### config.mk
export PLATFORM = sky130hd
export DESIGN_NAME = txd_flat
export DESIGN_NICKNAME = d
export VERILOG_FILES = /design/src/rtl/txd_pkg.sv /design/src/rtl/txd_if.sv /design/src/rtl/txd_fifo.sv /design/src/rtl/txd.sv /design/src/flat_wrapper.sv
export SDC_FILE = /design/constraint.sdc
export NUM_CORES = 1
export LEC_CHECK = 0
export CORE_ASPECT_RATIO = 1.1
export CORE_MARGIN = 2
export CORE_UTILIZATION = 59
export CTS_CLUSTER_DIAMETER = 120
export DETAILED_ROUTE_END_ITERATION = 12
export GPL_ROUTABILITY_DRIVEN = 1
export PLACE_DENSITY_LB_ADDON = 0.12
export SLEW_MARGIN = 25
export SYNTH_ARGS = -nofsm -noshare
export SYNTH_HDL_FRONTEND = slang
export SYNTH_SLANG_ARGS = --single-unit
### constraint.sdc
create_clock -name clk_9600Hz -period 2.7 [get_ports clk_9600Hz]
set_input_delay 0.405 -clock clk_9600Hz [delete_from_list [all_inputs] [get_ports clk_9600Hz]]
set_output_delay 0.405 -clock clk_9600Hz [all_outputs]
set_load 0.01 [all_outputs]
### src/rtl/txd_pkg.sv
// Shared types and constants for the txd UART transmitter.
package txd_pkg;

    typedef enum logic [1:0] {
        IDLE,
        START,
        DATA,
        STOP
    } state_t;

    localparam int   DATA_BITS   = 8;
    localparam logic LINE_IDLE   = 1'b1;
    localparam logic START_LEVEL = 1'b0;

endpackage

### src/rtl/txd_if.sv
// Byte-write and status bundle between a producer and the txd transmitter.
interface txd_if;
    import txd_pkg::*;

    logic [DATA_BITS-1:0] d;
    logic                 send;
    logic                 txd;
    logic                 busy;
    logic                 empty;
    logic                 full;
    logic                 err;

    // Producer side: writes bytes, watches line and status.
    modport master (
        output d, send,
        input  txd, busy, empty, full, err
    );

    // Transmitter side.
    modport slave (
        input  d, send,
        output txd, busy, empty, full, err
    );

endinterface

### src/rtl/txd_fifo.sv
// Synchronous DEPTH x 8 FIFO with registered occupancy count.
module txd_fifo
    import txd_pkg::*;
#(
    parameter int DEPTH = 4
) (
    input  logic                 clk,
    input  logic                 rst_n,
    input  logic                 push,
    input  logic                 pop,
    input  logic [DATA_BITS-1:0] wdata,
    output logic [DATA_BITS-1:0] rdata,
    output logic                 empty,
    output logic                 full
);

    localparam int AW = $clog2(DEPTH);
    localparam int CW = AW + 1;

    logic [DATA_BITS-1:0] mem [DEPTH];
    logic [AW-1:0]        wr_ptr;
    logic [AW-1:0]        rd_ptr;
    logic [CW-1:0]        count;
    logic                 wr_en;
    logic                 rd_en;

    // Full/empty come from the registered count, so a pop never frees room
    // for a push on the same edge.
    assign full  = (count == CW'(DEPTH));
    assign empty = (count == '0);
    assign wr_en = push && !full;
    assign rd_en = pop && !empty;
    assign rdata = mem[rd_ptr];

    // Storage write port.
    // NOTE: the data array has no reset; only pointers and count define what
    // is valid, so clearing the storage would buy nothing.
    always_ff @(posedge clk) begin
        if (wr_en) begin
            mem[wr_ptr] <= wdata;
        end
    end

    // Pointer and occupancy bookkeeping; pointers wrap naturally at DEPTH.
    // NOTE: non-blocking assignments so every register sees pre-edge values.
    always_ff @(posedge clk or negedge rst_n) begin
        if (!rst_n) begin
            wr_ptr <= '0;
            rd_ptr <= '0;
            count  <= '0;
        end else begin
            if (wr_en) wr_ptr <= wr_ptr + 1'b1;
            if (rd_en) rd_ptr <= rd_ptr + 1'b1;
            case ({wr_en, rd_en})
                2'b10:   count <= count + 1'b1;
                2'b01:   count <= count - 1'b1;
                default: count <= count;
            endcase
        end
    end

endmodule

### src/rtl/txd.sv
// UART transmitter: queues bytes and sends start, 8 data bits LSB-first and
// STOP_BITS stop bits, one bit per baud-clock edge.
module txd
    import txd_pkg::*;
#(
    parameter int DEPTH     = 4,
    parameter int STOP_BITS = 2
) (
    input  logic  clk_9600Hz,
    input  logic  rst_n,
    txd_if.slave  bus
);

    localparam logic [2:0] LAST_BIT  = 3'(DATA_BITS - 1);
    localparam logic [1:0] LAST_STOP = 2'(STOP_BITS - 1);

    state_t               state;
    logic [DATA_BITS-1:0] shift;
    logic [DATA_BITS-1:0] head;
    logic [2:0]           bit_cnt;
    logic [1:0]           stop_cnt;
    logic                 line;
    logic                 busy_q;
    logic                 err_q;
    logic                 fifo_empty;
    logic                 fifo_full;
    logic                 last_stop;
    logic                 pop;

    txd_fifo #(.DEPTH(DEPTH)) u_fifo (
        .clk   (clk_9600Hz),
        .rst_n (rst_n),
        .push  (bus.send),
        .pop   (pop),
        .wdata (bus.d),
        .rdata (head),
        .empty (fifo_empty),
        .full  (fifo_full)
    );

    // A new frame starts from idle, or straight after the final stop bit so
    // queued bytes go out with no idle gap.
    assign last_stop = (state == STOP) && (stop_cnt == LAST_STOP);
    assign pop       = !fifo_empty && ((state == IDLE) || last_stop);

    assign bus.txd   = line;
    assign bus.busy  = busy_q;
    assign bus.err   = err_q;
    assign bus.empty = fifo_empty;
    assign bus.full  = fifo_full;

    // Frame sequencer with registered line and busy outputs.
    always_ff @(posedge clk_9600Hz or negedge rst_n) begin
        if (!rst_n) begin
            state    <= IDLE;
            shift    <= '0;
            bit_cnt  <= '0;
            stop_cnt <= '0;
            line     <= LINE_IDLE;
            busy_q   <= 1'b0;
        end else begin
            case (state)
                IDLE: begin
                    if (pop) begin
                        shift  <= head;
                        state  <= START;
                        line   <= START_LEVEL;
                        busy_q <= 1'b1;
                    end
                end
                START: begin
                    line    <= shift[0];
                    shift   <= shift >> 1;
                    bit_cnt <= '0;
                    state   <= DATA;
                end
                DATA: begin
                    if (bit_cnt == LAST_BIT) begin
                        line     <= LINE_IDLE;
                        stop_cnt <= '0;
                        state    <= STOP;
                    end else begin
                        line    <= shift[0];
                        shift   <= shift >> 1;
                        bit_cnt <= bit_cnt + 1'b1;
                    end
                end
                STOP: begin
                    if (last_stop) begin
                        if (pop) begin
                            shift <= head;
                            line  <= START_LEVEL;
                            state <= START;
                        end else begin
                            line   <= LINE_IDLE;
                            busy_q <= 1'b0;
                            state  <= IDLE;
                        end
                    end else begin
                        stop_cnt <= stop_cnt + 1'b1;
                    end
                end
                default: state <= IDLE;
            endcase
        end
    end

    // One-cycle flag for a write refused because the queue was full.
    always_ff @(posedge clk_9600Hz or negedge rst_n) begin
        if (!rst_n) begin
            err_q <= 1'b0;
        end else begin
            err_q <= bus.send && fifo_full;
        end
    end

endmodule

### src/flat_wrapper.sv
// flat-port wrapper written by rule: the top's interface ports become plain ports
module txd_flat import txd_pkg::*;
#(
    parameter int DEPTH     = 4,
    parameter int STOP_BITS = 2
)
  (clk_9600Hz, rst_n, bus_d, bus_send, bus_txd, bus_busy, bus_empty, bus_full, bus_err);
  txd_if bus_i ();
  input  logic clk_9600Hz;
  input  logic rst_n;
  input wire logic [$bits(bus_i.d)-1:0] bus_d;
  input wire logic [$bits(bus_i.send)-1:0] bus_send;
  output wire logic [$bits(bus_i.txd)-1:0] bus_txd;
  output wire logic [$bits(bus_i.busy)-1:0] bus_busy;
  output wire logic [$bits(bus_i.empty)-1:0] bus_empty;
  output wire logic [$bits(bus_i.full)-1:0] bus_full;
  output wire logic [$bits(bus_i.err)-1:0] bus_err;
  assign bus_i.d = bus_d;
  assign bus_i.send = bus_send;
  assign bus_txd = bus_i.txd;
  assign bus_busy = bus_i.busy;
  assign bus_empty = bus_i.empty;
  assign bus_full = bus_i.full;
  assign bus_err = bus_i.err;
  txd #(.DEPTH(DEPTH), .STOP_BITS(STOP_BITS)) u_core (.clk_9600Hz(clk_9600Hz), .rst_n(rst_n), .bus(bus_i));
endmodule
==> flow_summary_export.csv, run 1 <==
group,metric,value,unit
global_routing,antenna_found_initial,0,
final_timing,setup_tns,0,ps
clocking,holdBufCountCts,0,
synthesis,seq_area_frac_synth,58.4,%
placement,globalplace.congestion,0.853,
clocking,ctsResizeCount,0,
critical_path,crit_chain,"inv_1 > ha_1 > a21oi_1 > nor2_4 > ha_1 > inv_1 > fa_1 > xor2_1 > nor2_1 > xor2_1",
final_timing,finalMaxSlewViolations,0,
final_layout,final_cells,285,
pwr,ir_drop,0.000643,V
pwr,power.density,1180,nW/µm²
die,die_area,5170,µm²
global_routing,grt_busiest_layer,"met2",
clocking,postCtsSetupBuffers,0,
synthesis,mux_share,8.29,%
route,initialDrtViolationCount,112,
critical_path,crit_slowest_cell,"fa_1",
final_layout,lay_top_cells,"edfxtp_1, dfrtp_1, inv_1",
final_layout,combGateArea,996,µm²
final_layout,fin_nets,251,
final_timing,period_used_share,82.7,%
clocking,cts_buffers,9,
final_layout,area_delta_synth_final,13.9,%
global_routing,overflow,0,
outcome,status,"completed",
pwr,p_switching,1.33,mW
final_layout,nFillCells,303,
critical_path,setup.worst_path.end_class,"register",
synthesis,logic_family,"simple AND/OR/NAND/NOR gates",
synthesis,synth_cell_type_count,42,
global_routing,globalRouteMet1Util,24.9,%
-- run 1: routing by layer --
| layer | part of all wire, % | vias up |
|---|---|---|
| met3 | 3.5 | 7 |
| met1 | 42 | 821 |
| met5 | 0 | - |
| met2 | 53 | 39 |
| met4 | 0.84 | 0 |
| li1 | - | 786 |
-- run 1: final timing paths --
path	startpoint	end	slack [ps]
min reg2reg	u_core.u_fifo.count[2]	u_core.u_fifo.count[2]	520
max in group asynchronous	rst_n	u_core.bus.txd	1960
min in group clk_9600Hz	u_core.u_fifo.count[2]	u_core.u_fifo.count[2]	520
max	u_core.state[0]	u_core.u_fifo.count[2]	470
max reg2reg	u_core.state[0]	u_core.u_fifo.count[2]	470
min	rst_n	u_core.bus.busy	440
-- run 1: synthesized netlist by cell type (all sizes together) --
cell type | number | area (µm²)
xor2 | 3 | 26.3
or3b | 1 | 8.76
nor2 | 5 | 26.3
or3 | 1 | 11.3
dfstp | 1 | 26.3
nand2 | 15 | 56.3
and3 | 1 | 6.26
a21oi | 11 | 55.1
inv | 16 | 60.1
o31ai | 1 | 7.51
or2 | 1 | 6.26
mux2 | 4 | 45.0
clkinv | 1 | 8.76
nand3 | 9 | 45.0
o2111ai | 1 | 8.76
buf | 7 | 52.5
o311ai | 7 | 61.3
nor3 | 8 | 51.3
xnor2 | 4 | 35.0
a31oi | 1 | 6.26
mux4 | 8 | 180
nor2b | 3 | 18.8
o21ai | 5 | 25.0
a22o | 4 | 35.0
fa | 1 | 20.0
ha | 13 | 163
o211ai | 1 | 7.51
a21o | 1 | 7.51
dfrtp | 24 | 601
clkbuf | 3 | 12.5
o21bai | 1 | 7.51
nand2b | 3 | 18.8
nand4 | 1 | 6.26
a211oi | 1 | 12.5
and2 | 6 | 37.5
edfxtp | 32 | 961
-- run 1: layout make-up --
class                           count  share of cell area, %
Sequential cell                    57                   51.3
Tap cell                           54                   2.18
Multi-Input combinational cell    121                   32.2
Inverter                           17                   2.22
Timing Repair Buffer               20                   6.07
Clock inverter                      6                   1.90
Clock buffer                       10                   4.12
-- run 1: registers in the layout, summed over array words and instances, names as in the netlist --
name                  cells
u_core.bit_cnt            3
u_core.state              2
u_core.stop_cnt           2
u_core.u_fifo.wr_ptr      2
u_core.bus.err            1
u_core.bus.txd            1
u_core.bus.busy           1
u_core.u_fifo.rd_ptr      2
u_core.u_fifo.mem        32
u_core.u_fifo.count       3
u_core.shift              8
-- run 1: stage by stage --
| stage | utilization, % | instance area (µm²) | hold WS, ps | worst slack, ps |
|---|---|---|---|---|
| 4_1_cts | 70.5 | 3090 | 451 | 166 |
| 6_report | 70.7 | 3090 | 443 | 467 |
| 3_3_place_gp | 66.2 | 2900 | 498 | 297 |
| 2_1_floorplan | - | 2720 | 109 | 351 |
| 3_5_place_dp | 66.2 | 2900 | 513 | 170 |
| 5_1_grt | 70.7 | 3090 | 475 | 312 |
-- run 1: power groups by stage --
stage | sequential (mW) | combinational, mW | clock, mW
2_1_floorplan | 1.34 | 1.22 | 0
3_3_place_gp | 1.43 | 1.39 | 0
3_5_place_dp | 1.45 | 1.47 | 0
4_1_cts | 1.44 | 1.48 | 0.759
5_1_grt | 1.47 | 1.66 | 0.797
6_report | 1.43 | 1.48 | 0.745
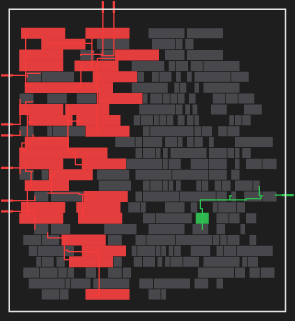
Run 1: wires at chosen ports, followed through buffers
Scale: 4 px per µm.
legend:
  bus_d:
    color: red
    bits: 8
    direction: input
    edge: 6 left, 2 top
    end_cells: 32
    buffers: 8
    wire: 278 µm
  bus_empty:
    color: green
    bits: 1
    direction: output
    edge: right
    end_cells: 1
    buffers: 1
    wire: 31.2 µm

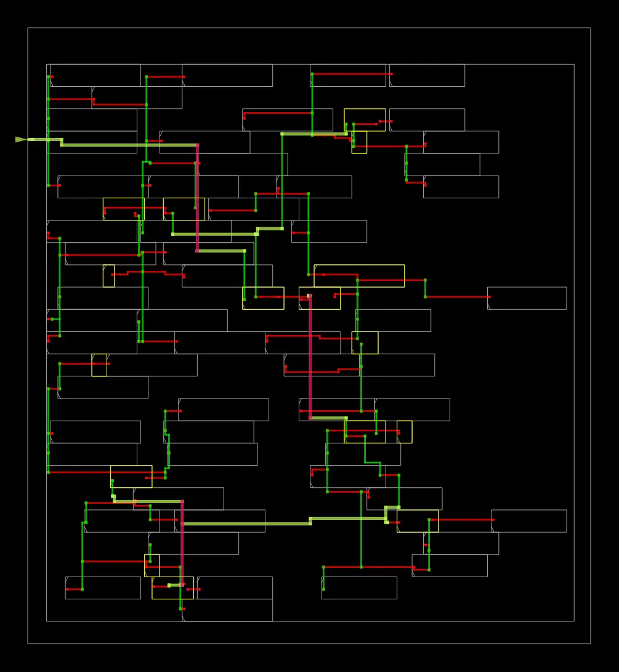
Run 1: the clock network
Power Clock: 0.745 mW
skew final: 9.33 ps

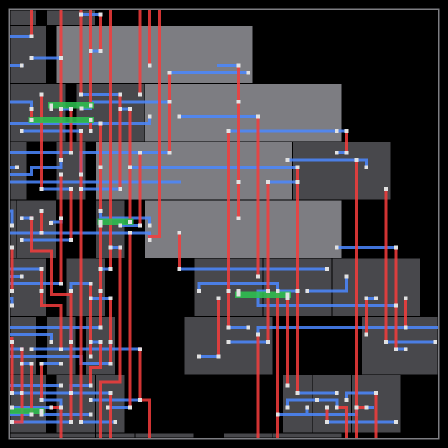
Run 1: layout detail
Region (42, 46) to (62, 66) µm. Cells in gray, sequential cells in the stronger gray; small squares are vias.
legend:
  met2:
    color: red
  met1:
    color: blue
  met3:
    color: green
most frequent: nor3_1 (4), dfrtp_1 (4), nand2_1 (3)
sequential cells in the window: 4
cells with their middle in the window: 27
netlist names of flops here include: u_core.bit_cnt (3), u_core.shift (1)

--- run 2 (diff from run 1) ---
==> constraint.sdc (replaced) <==
create_clock -name clk_9600Hz -period 2.2 [get_ports clk_9600Hz]
set_input_delay 0.33 -clock clk_9600Hz [delete_from_list [all_inputs] [get_ports clk_9600Hz]]
set_output_delay 0.33 -clock clk_9600Hz [all_outputs]
set_load 0.01 [all_outputs]
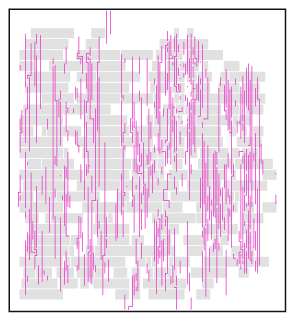
Run 2: met2 routing
Scale: 4 px per µm.
nets with wire on the layer: 216
main direction: vertical
wire length on this layer: 2560 µm
longest straight run: 41.5 µm

==> flow_summary_export.csv, run 2 <==
group,metric,value,unit
final_timing,period_used_share,96.6,%
final_layout,final_cells,288,
final_layout,area_delta_synth_final,15.8,%
final_layout,regMostFlops,"u_core.u_fifo.mem",
outcome,status,"completed",
clocking,cts_buffers,9,
final_layout,combGateArea,1030,µm²
final_layout,largest_reg_flops,32,
clocking,ctsResizeCount,0,
final_layout,fin_nets,254,
final_layout,lay_top_cells,"edfxtp_1, dfrtp_1, nand2_1, clkdlybuf4s50_1, inv_1",
pwr,power.density,1470,nW/µm²
synthesis,async_reset_ff_share,43.9,%
global_routing,antenna_found_initial,0,
critical_path,setup.worst_path.end_class,"output port",
global_routing,overflow,0,
critical_path,r2r_setup_slack,130,ps
die,die_area,5170,µm²
synthesis,synthTopCellsByCount,"edfxtp_1, dfrtp_1, inv_1",
synthesis,seq_area_frac_synth,58.4,%
final_layout,reg_top3,"u_core.u_fifo.mem (32), u_core.shift (8)",
final_timing,setup_ws,75.6,ps
synthesis,most_common_cell,"edfxtp_1",
synthesis,top_cells_by_area,"edfxtp_1, dfrtp_1, mux4_2",
synthesis,top_area_share,35.4,%
clocking,holdBufCountCts,0,
final_timing,setup_tns,0,ps
synthesis,ys.flop_type,"edfxtp_1",
critical_path,crit_slowest_cell,"clkdlybuf4s50_1",
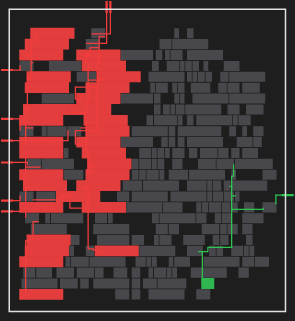
Run 2: wires at chosen ports, followed through buffers
Scale: 4 px per µm.
legend:
  bus_d:
    color: red
    bits: 8
    direction: input
    edge: 6 left, 2 top
    end_cells: 32
    buffers: 8
    wire: 275 µm
  bus_empty:
    color: green
    bits: 1
    direction: output
    edge: right
    end_cells: 1
    buffers: 1
    wire: 52.5 µm

[run 2: layout make-up]
cell class	count	share of cell area [%]
Clock buffer	10	4.06
Clock inverter	6	1.87
Inverter	17	2.19
Multi-Input combinational cell	121	32.6
Sequential cell	57	50.5
Tap cell	54	2.15
Timing Repair Buffer	23	6.68
[run 2: power groups by stage]
stage | Sequential [mW] | Clock, mW | Combinational (mW)
after CTS | 1.77 | 0.922 | 1.97
after global placement | 1.76 | 0 | 1.85
final | 1.77 | 0.916 | 1.95
after detailed placement | 1.79 | 0 | 1.96
after floorplan | 1.65 | 0 | 1.59
after global routing | 1.80 | 0.980 | 2.18
[run 2: final timing paths]
check                      cells after the start              startpoint                     end
max in group asynchronous                      2                   rst_n         u_core.state[1]
hold / removal                                 1                   rst_n      u_core.stop_cnt[1]
hold reg to reg                                1      u_core.stop_cnt[1]      u_core.stop_cnt[1]
min in group clk_9600Hz                        1      u_core.stop_cnt[1]      u_core.stop_cnt[1]
setup reg to reg                              10         u_core.state[1]  u_core.u_fifo.count[2]
setup / recovery                               3  u_core.u_fifo.count[1]               bus_empty
[run 2: cells by family after synthesis]
kind of cell | after synthesis
flip-flops | 57
XOR/XNOR | 7
buffers and inverters | 27
adder cells (fa/ha/maj) | 14
AND-OR/OR-AND | 34
multiplexers | 12
AND/OR/NAND/NOR | 54
[run 2: per-layer routing]
metal | up-vias | wire, µm | global-route usage (%)
li1 | 792 | - | -
met1 | 836 | 1940 | 24.3
met2 | 36 | 2560 | 39.5
met3 | 8 | 167 | 7.17
met4 | 0 | 61 | 6.97
met5 | - | 0 | 0
[run 2: through the flow]
stage | power [mW] | hold WS [ps] | util [%]
3_3_place_gp | 3.61 | 494 | 67.6
4_1_cts | 4.66 | 380 | 71.9
3_5_place_dp | 3.75 | 512 | 67.6
2_1_floorplan | 3.24 | 34.4 | -
5_1_grt | 4.97 | 400 | 71.9
6_report | 4.64 | 375 | 71.9
--- run 3 (diff from run 2) ---
--- a/config.mk
+++ b/config.mk
@@ -9,6 +9,7 @@
 export CORE_MARGIN = 2
 export CORE_UTILIZATION = 59
 export CTS_CLUSTER_DIAMETER = 120
+export CTS_CLUSTER_SIZE = 40
 export DETAILED_ROUTE_END_ITERATION = 12
 export GPL_ROUTABILITY_DRIVEN = 1
 export PLACE_DENSITY_LB_ADDON = 0.12
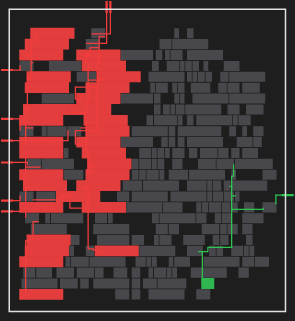
Run 3: wires at chosen ports, followed through buffers
Scale: 4 px per µm.
legend:
  bus_empty:
    color: green
    bits: 1
    direction: output
    edge: right
    end_cells: 1
    buffers: 1
    wire: 52.5 µm
  bus_d:
    color: red
    bits: 8
    direction: input
    edge: 6 left, 2 top
    end_cells: 32
    buffers: 8
    wire: 275 µm

==> flow_summary_export.csv, run 3 <==
group,metric,value,unit
outcome,status,"completed",
final_timing,hold_slack,375,ps
final_timing,period_used_share,96.6,%
synthesis,most_common_cell,"edfxtp_1",
pwr,pwr-share-clk,19.8,%
synthesis,async_reset_ff_share,43.9,%
final_layout,layout_top_cell,"edfxtp_1",
synthesis,ys.flop_type,"edfxtp_1",
final_timing,setup_viol,0,
pwr,ir_drop,0.000826,V
final_layout,area_delta_synth_final,15.8,%
placement,dp_hpwl,3360,µm
clocking,holdBufCountCts,0,
die,num_rows,25,
synthesis,seq_area_frac_synth,58.4,%
route,avgRoutedWirePerCell,16.4,µm
clocking,htree_levels,3,
final_timing,tightest_slew,594,ps
clocking,cts_buffers,9,
synthesis,synth_cell_type_count,42,
synthesis,ys_sh_adder,6.72,%
die,chipWidth,68.7,µm
global_routing,grt_pass1_wl,7890,µm
synthesis,synthTopCellsByCount,"edfxtp_1, dfrtp_1, inv_1",
final_layout,reg_top3,"u_core.u_fifo.mem (32), u_core.shift (8)",
critical_path,setup.worst_path.end_class,"output port",
route,via_per_inst,5.81,
final_layout,fin_nets,254,
synthesis,top_cells_by_area,"edfxtp_1, dfrtp_1, mux4_2",
critical_path,rr_worst_depth,10,
synthesis,synthAoiAreaFrac,8.61,%
global_routing,overflow,0,
final_timing,setup_tns,0,ps
final_layout,regMostFlops,"u_core.u_fifo.mem",
pwr,power.density,1470,nW/µm²
final_timing,min_period,2120,ps
synthesis,top_area_share,35.4,%
die,die_area,5170,µm²
clocking,cts_tree,"built",
final_layout,largest_reg_flops,32,
global_routing,antenna_found_initial,0,
final_layout,lay_top_cells,"edfxtp_1, dfrtp_1, nand2_1, clkdlybuf4s50_1, inv_1",
final_layout,finish.utilization,71.9,%
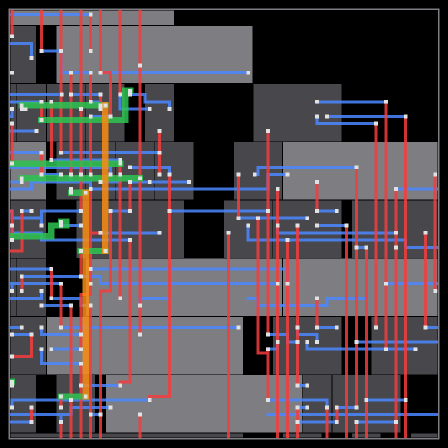
Run 3: layout detail
Region (42, 46) to (62, 66) µm. Cells in gray, sequential cells in the stronger gray; small squares are vias.
legend:
  met1:
    color: blue
  met2:
    color: red
  met4:
    color: orange
  met3:
    color: green
most frequent: dfrtp_1 (6), nand2_1 (4), nor3_1 (3)
cells with their middle in the window: 29
sequential cells in the window: 6
netlist names of flops here include: u_core.bit_cnt (3), u_core.shift (3)

==> run 3: repair_timing <==
action                     CTS  global route
resized                      0             1
buffers inserted             0             0
setup endpoints to repair    0             1
==> run 3: final timing paths <==
kind                                        startpoint                endpoint  slack, ps
worst min register to register      u_core.stop_cnt[1]      u_core.stop_cnt[1]        540
worst max register to register         u_core.state[1]  u_core.u_fifo.count[2]        130
worst min-delay path                             rst_n      u_core.stop_cnt[1]        380
min in group clk_9600Hz             u_core.stop_cnt[1]      u_core.stop_cnt[1]        540
worst max-delay path            u_core.u_fifo.count[1]               bus_empty         80
max in group asynchronous                        rst_n         u_core.state[1]       1200
==> run 3: area by class of cell <==
type / instances / area, µm²
clock buffers: 10 / 128
repair buffers: 23 / 210
multi-input cells: 121 / 1030
clock inverters: 6 / 58.8
well taps: 54 / 67.6
fillers: 287 / 1230
inverters: 17 / 68.8
flip-flops and latches: 57 / 1590
==> run 3: metrics by stage <==
step | worst slack, ps | area [µm²] | instances | power [mW]
after floorplan | 4.01 | 2760 | 205 | 3.24
after global placement | 146 | 2960 | 272 | 3.61
after detailed placement | 80.6 | 2960 | 272 | 3.75
after CTS | 62.8 | 3150 | 288 | 4.66
after global routing | 0.00422 | 3150 | 288 | 4.97
final | 75.6 | 3150 | 288 | 4.64
==> run 3: critical path, stage by stage, from the launching register on <==
cell	delay [ps]
dfrtp_1	410
or3_4	440
clkinv_4	90
clkdlybuf4s50_1	530
==> run 3: cells by family (layout without fill, tap and decap cells) <==
group	Yosys count	after routing
compound gates	34	34
xor+xnor	7	7
fa+ha+maj	14	14
buf+inv	27	56
flops	57	57
mux	12	12
simple gates	54	54
==> run 3: power groups by stage <==
stage | sequential (mW) | combinational, mW | clock (mW)
after floorplan | 1.65 | 1.59 | 0
final | 1.77 | 1.95 | 0.916
after detailed placement | 1.79 | 1.96 | 0
after CTS | 1.77 | 1.97 | 0.922
after global routing | 1.80 | 2.18 | 0.980
after global placement | 1.76 | 1.85 | 0
==> run 3: metal layers <==
metal,vias up,global-route usage [%],routed length [µm],share of wire [%]
met5,-,0,0,0
met4,0,6.97,61,1.3
met3,8,7.17,167,3.5
met2,36,39.5,2560,54
met1,836,24.3,1940,41
li1,792,-,-,-
No activity file was given, so power comes from the tool's default toggle rates.
